--- src/rtl/signed_rshift_pipe.sv ---
// Pipelined signed arithmetic right shift with selectable rounding.
// One barrel stage per shift-amount bit (stage k shifts by 2^k, sign-filling)
// followed by a rounding stage that forms the registered output. Guard and
// sticky bits accumulate as bits fall off the bottom of the operand.
// A single global stall (adv) freezes every stage when the output is blocked.
module signed_rshift_pipe #(
    parameter int WIDTH = 12,
    parameter int SHW   = $clog2(WIDTH),
    parameter int TAGW  = 4
) (
    input  logic             clk,
    input  logic             rst,
    input  logic             in_valid,
    output logic             in_ready,
    input  logic [WIDTH-1:0] in_data,
    input  logic [SHW-1:0]   in_shamt,
    input  logic [1:0]       in_mode,
    input  logic [TAGW-1:0]  in_tag,
    output logic             out_valid,
    input  logic             out_ready,
    output logic [WIDTH-1:0] out_data,
    output logic [TAGW-1:0]  out_tag
);

    localparam int NB = SHW;

    // One conditional shift step: returns {data, guard, sticky}.
    // Shifting by amt moves bit amt-1 into guard; the previous guard, the
    // previous sticky and every bit below amt-1 fold into sticky.
    function automatic logic [WIDTH+1:0] shift_step(
        input logic [WIDTH-1:0] d,
        input logic             g,
        input logic             s,
        input logic             en,
        input int               amt
    );
        logic [2*WIDTH-1:0] ext;
        logic [2*WIDTH-1:0] shifted;
        logic [WIDTH-1:0]   low_mask;
        logic [WIDTH-1:0]   nd;
        logic               ng;
        logic               ns;
        ext      = {{WIDTH{d[WIDTH-1]}}, d};
        shifted  = ext >> (amt - 1);
        low_mask = ~({WIDTH{1'b1}} << (amt - 1));
        if (en) begin
            nd = shifted[WIDTH:1];
            ng = shifted[0];
            ns = s | g | (|(d & low_mask));
        end else begin
            nd = d;
            ng = g;
            ns = s;
        end
        return {nd, ng, ns};
    endfunction

    // Stage registers; v_r[NB] is the output-stage valid.
    logic [NB:0]       v_r;
    logic [WIDTH-1:0]  d_r  [NB];
    logic [NB-1:0]     g_r;
    logic [NB-1:0]     s_r;
    logic [SHW-1:0]    sh_r [NB];
    logic [1:0]        m_r  [NB];
    logic [TAGW-1:0]   t_r  [NB];
    logic [WIDTH-1:0]  out_data_r;
    logic [TAGW-1:0]   out_tag_r;

    // Stage inputs and computed next values.
    logic [WIDTH-1:0]  src_d_s  [NB];
    logic [NB-1:0]     src_g_s;
    logic [NB-1:0]     src_s_s;
    logic [SHW-1:0]    src_sh_s [NB];
    logic [1:0]        src_m_s  [NB];
    logic [TAGW-1:0]   src_t_s  [NB];
    logic [WIDTH-1:0]  nxt_d_s  [NB];
    logic [NB-1:0]     nxt_g_s;
    logic [NB-1:0]     nxt_s_s;
    logic              rnd_inc_s;
    logic [WIDTH-1:0]  rnd_data_s;
    logic              adv_s;

    assign adv_s     = ~v_r[NB] | out_ready;
    assign in_ready  = adv_s;
    assign out_valid = v_r[NB];
    assign out_data  = out_data_r;
    assign out_tag   = out_tag_r;

    // Route each barrel stage's source and apply its conditional shift.
    always_comb begin
        src_d_s[0]  = in_data;
        src_g_s[0]  = 1'b0;
        src_s_s[0]  = 1'b0;
        src_sh_s[0] = in_shamt;
        src_m_s[0]  = in_mode;
        src_t_s[0]  = in_tag;
        for (int k = 1; k < NB; k++) begin
            src_d_s[k]  = d_r[k-1];
            src_g_s[k]  = g_r[k-1];
            src_s_s[k]  = s_r[k-1];
            src_sh_s[k] = sh_r[k-1];
            src_m_s[k]  = m_r[k-1];
            src_t_s[k]  = t_r[k-1];
        end
        for (int k = 0; k < NB; k++) begin
            {nxt_d_s[k], nxt_g_s[k], nxt_s_s[k]} =
                shift_step(src_d_s[k], src_g_s[k], src_s_s[k],
                           src_sh_s[k][k], 32'sd1 << k);
        end
    end

    // Rounding increment from sign, guard, sticky and the mode.
    always_comb begin
        rnd_inc_s = 1'b0;
        case (m_r[NB-1])
            2'b01:   rnd_inc_s = d_r[NB-1][WIDTH-1] & (g_r[NB-1] | s_r[NB-1]);
            2'b10:   rnd_inc_s = d_r[NB-1][WIDTH-1] ? (g_r[NB-1] & s_r[NB-1])
                                                    : g_r[NB-1];
            default: rnd_inc_s = 1'b0;
        endcase
        rnd_data_s = d_r[NB-1] + {{(WIDTH-1){1'b0}}, rnd_inc_s};
    end

    // Pipeline advance: all stages move together or all hold.
    always_ff @(posedge clk) begin
        if (rst) begin
            v_r        <= '0;
            g_r        <= '0;
            s_r        <= '0;
            out_data_r <= '0;
            out_tag_r  <= '0;
            for (int k = 0; k < NB; k++) begin
                d_r[k]  <= '0;
                sh_r[k] <= '0;
                m_r[k]  <= '0;
                t_r[k]  <= '0;
            end
        end else if (adv_s) begin
            v_r        <= {v_r[NB-1:0], in_valid};
            g_r        <= nxt_g_s;
            s_r        <= nxt_s_s;
            out_data_r <= rnd_data_s;
            out_tag_r  <= t_r[NB-1];
            for (int k = 0; k < NB; k++) begin
                d_r[k]  <= nxt_d_s[k];
                sh_r[k] <= src_sh_s[k];
                m_r[k]  <= src_m_s[k];
                t_r[k]  <= src_t_s[k];
            end
        end else begin
            v_r <= v_r;
        end
    end

endmodule
--- config.mk ---
export PLATFORM = sky130hd
export DESIGN_NAME = signed_rshift_pipe
export DESIGN_NICKNAME = d
export VERILOG_FILES = /design/src/rtl/signed_rshift_pipe.sv
export SDC_FILE = /design/constraint.sdc
export NUM_CORES = 1
export LEC_CHECK = 0
export CAP_MARGIN = 20
export CORE_AREA = 3 3 132 70
export CTS_BUF_LIST = sky130_fd_sc_hd__clkbuf_4 sky130_fd_sc_hd__clkbuf_8
export CTS_CLUSTER_SIZE = 25
export DETAILED_ROUTE_END_ITERATION = 6
export DIE_AREA = 0 0 135 73
export PLACE_DENSITY = 0.77
export SLEW_MARGIN = 10
export SYNTH_ARGS = -nofsm -noshare
export SYNTH_HDL_FRONTEND = slang
export SYNTH_SLANG_ARGS = --single-unit
--- constraint.sdc ---
create_clock -name clk -period 4.15 [get_ports clk]
set_clock_uncertainty 0.2 [all_clocks]
set_input_delay 0.83 -clock clk [delete_from_list [all_inputs] [get_ports clk]]
set_output_delay 0.83 -clock clk [all_outputs]
set_load 0.02 [all_outputs]
==> images/final_congestion.png <==
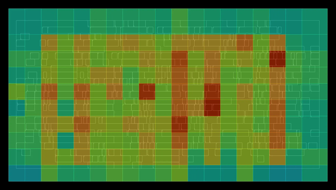
all-layer global routing usage: 0.152
met3 Usage GRT: 0.0682
GRT busiest layer: met2

==> images/clock_map.png <==
(3 px per µm)
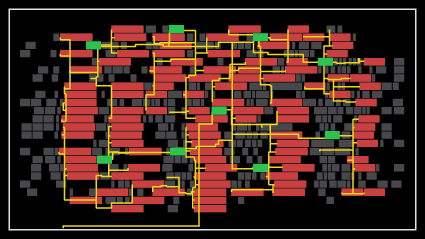
legend:
  red:
    item: flip-flops
    count: 106
  green:
    item: cells driving clock nets
    count: 9
  yellow:
    item: clock wires
    length: 1,050 µm
flops lie: widely spread
routed clock nets: 10
Power Clock: 0.698 mW
Latency at later pin: 0.37 ns
clock power share: 0.346

==> impl_metrics.csv <==
group,metric,value,unit
sta,slew_viol_final,0,
grt,grt_max_degree,79,
yosys,ff_type,"edfxtp_1",
sta,relSlewSlack,0.367,
placement,placedCellCount,510,
clock_network,clk_pin_slew,0.10,ns
final_layout,area_growth,16.8,%
power,p_leak,2.00,nW
placement,io_buffers,43,
power,power.total,2.02,mW
setup_path,critPathCaptureType,"primary output",
power,p_per_area,384,nW/µm²
drt,wl_met1,3.32,mm
final_layout,diodes,0,
grt,overflow,0,
run_status,status,"finished, final reports clean",
final_layout,finalInstanceArea,5260,µm²
yosys,ys_cells,372,
final_layout,drive_gt1_frac,0.0676,
clock_network,cts.sinks,106,
grt,grt_pass1_vias,2593,
die,coreArea,8030,µm²
clock_network,root_buffer,"clkbuf_8",
drt,routed.top_layer,"met4",
final_layout,fillCellCount,599,
setup_path,crit_type,"input pin to primary output",
placement,post-dp-hpwl,4.79,mm
yosys,syn_inst,372,
sta,fin_crit,3.13,ns
yosys,synthesis.nets,402,
placement,gp_congestion,0.723,
yosys,syn-cell-area,4500,µm²
yosys,ys_types,33,
sta,fin_tns_setup,0,ns
drt,dr_total_vias,2672,
clock_network,cts_inserted_buffers,9,
clock_network,ctsHoldBuffers,0,
drt,wl_met3,403,µm
job,warning_count,27,
clock_network,cts_setup_buffers,0,
die,rows,23,
drt,drtIter0Drc,92,
grt,antenna_found_initial,0,
die,fp_util,0.561,
drt,drc,0,
sta,fmax,319,MHz
sta,hold_viol,0,
drt,wl_met2,3.09,mm
final_layout,fin_util,0.655,
clock_network,h-tree-depth,3,
yosys,async_reset_ff_frac,0,
setup_path,path_max_fanout,2,
final_layout,logic_area,1510,µm²
sta,tightest_slew,0.949,ns
setup_path,required,3.12,ns
yosys,ys_area,4500,µm²
final_layout,final_cells,526,
drt,drtPass1Iterations,4,
yosys,yosys_warnings,0,
clock_network,post_cts_resized,0,
yosys,postSynthSeqShare,0.644,
job,max_cap_viol_count,0,
clock_network,cts_tree,"built",
setup_path,startpoint_type,"input pin",
sta,rsz0062_at_grt,"false",
==> kinds of logic (layout without fill, tap and decap cells) <==
family | after synthesis | after routing | share of synthesized area
buf+inv | 26 | 68 | 0.0222
simple gates | 147 | 147 | 0.166
xor+xnor | 3 | 3 | 0.00583
mux | 34 | 34 | 0.0758
compound gates | 52 | 52 | 0.0750
flops | 106 | 106 | 0.644
fa+ha+maj | 4 | 4 | 0.0111
==> state kept, by name, indices dropped and copies added, names as in the netlist <==
signal    cells
t_r          16
d_r          48
s_r           3
g_r           4
m_r           8
out_data     12
sh_r          6
v_r           5
out_tag       4
==> final cells by class <==
| type | count | share of cell area |
|---|---|---|
| tap | 112 | 0.0266 |
| sequential | 106 | 0.552 |
| clock buffer | 11 | 0.0264 |
| multi-input combinational | 240 | 0.287 |
| clock inverter | 5 | 0.0166 |
| timing repair buffer | 48 | 0.0889 |
| inverter | 4 | 0.00285 |
==> per-layer routing <==
layer	up-vias	track usage
met5	-	0
met3	7	0.0682
met2	68	0.240
li1	1403	-
met4	0	0.0525
met1	1194	0.189
==> path summary, 6_finish.rpt <==
path	to	depth (start not counted)	slack, ns	start
worst min register to register	s_r[1]	2	0.26	s_r[1]
worst max register to register	out_data[10]	10	1.58	m_r[3][0]
worst max-delay path	in_ready	4	1.02	out_ready
worst min-delay path	s_r[1]	2	0.26	s_r[1]
==> cell usage after synthesis, drive strengths merged (5+ instances only) <==
cell,count,area share
edfxtp,78,0.52
nor2,50,0.042
and2,34,0.047
mux2i,33,0.073
dfxtp,28,0.12
nand2,28,0.023
a21oi,26,0.029
nand2b,16,0.022
clkbuf,12,0.010
buf,10,0.0089
a211oi,8,0.013
a311oi,7,0.016
or4,7,0.012
nand3,5,0.0056
==> critical path, cell delays in order <==
cell,delay [ns]
clkdlybuf4s50_1,0.46
nor2b_1,0.06
inv_1,0.13
clkdlybuf4s50_1,0.63
==> metrics by stage <==
step                      hold slack (ns)  setup WS [ns]
after global placement              0.239          0.970
after floorplan                     0.232          0.429
after detailed placement            0.252          0.974
final                               0.263           1.02
after global routing                0.290          0.933
after CTS                           0.265          0.962
==> layout by cell type, fill, tap and decap left out, drive strengths merged, types with 11 or more instances in the layout <==
| cell type | n |
|---|---|
| nand2b | 16 |
| nand2 | 28 |
| clkbuf | 11 |
| a21oi | 26 |
| nor2 | 50 |
| edfxtp | 78 |
| clkdlybuf4s50 | 43 |
| dfxtp | 28 |
| and2 | 34 |
| mux2i | 33 |
==> where the power goes <==
group / total [mW] / switching [mW] / internal (mW) / leakage (nW)
sequential: 1.20 / 0.0271 / 1.18 / 1.16
combinational: 0.117 / 0.0519 / 0.0652 / 0.727
clock: 0.698 / 0.340 / 0.358 / 0.112
total: 2.02 / 0.419 / 1.60 / 2.00
No activity file was given, so power comes from the tool's default toggle rates.
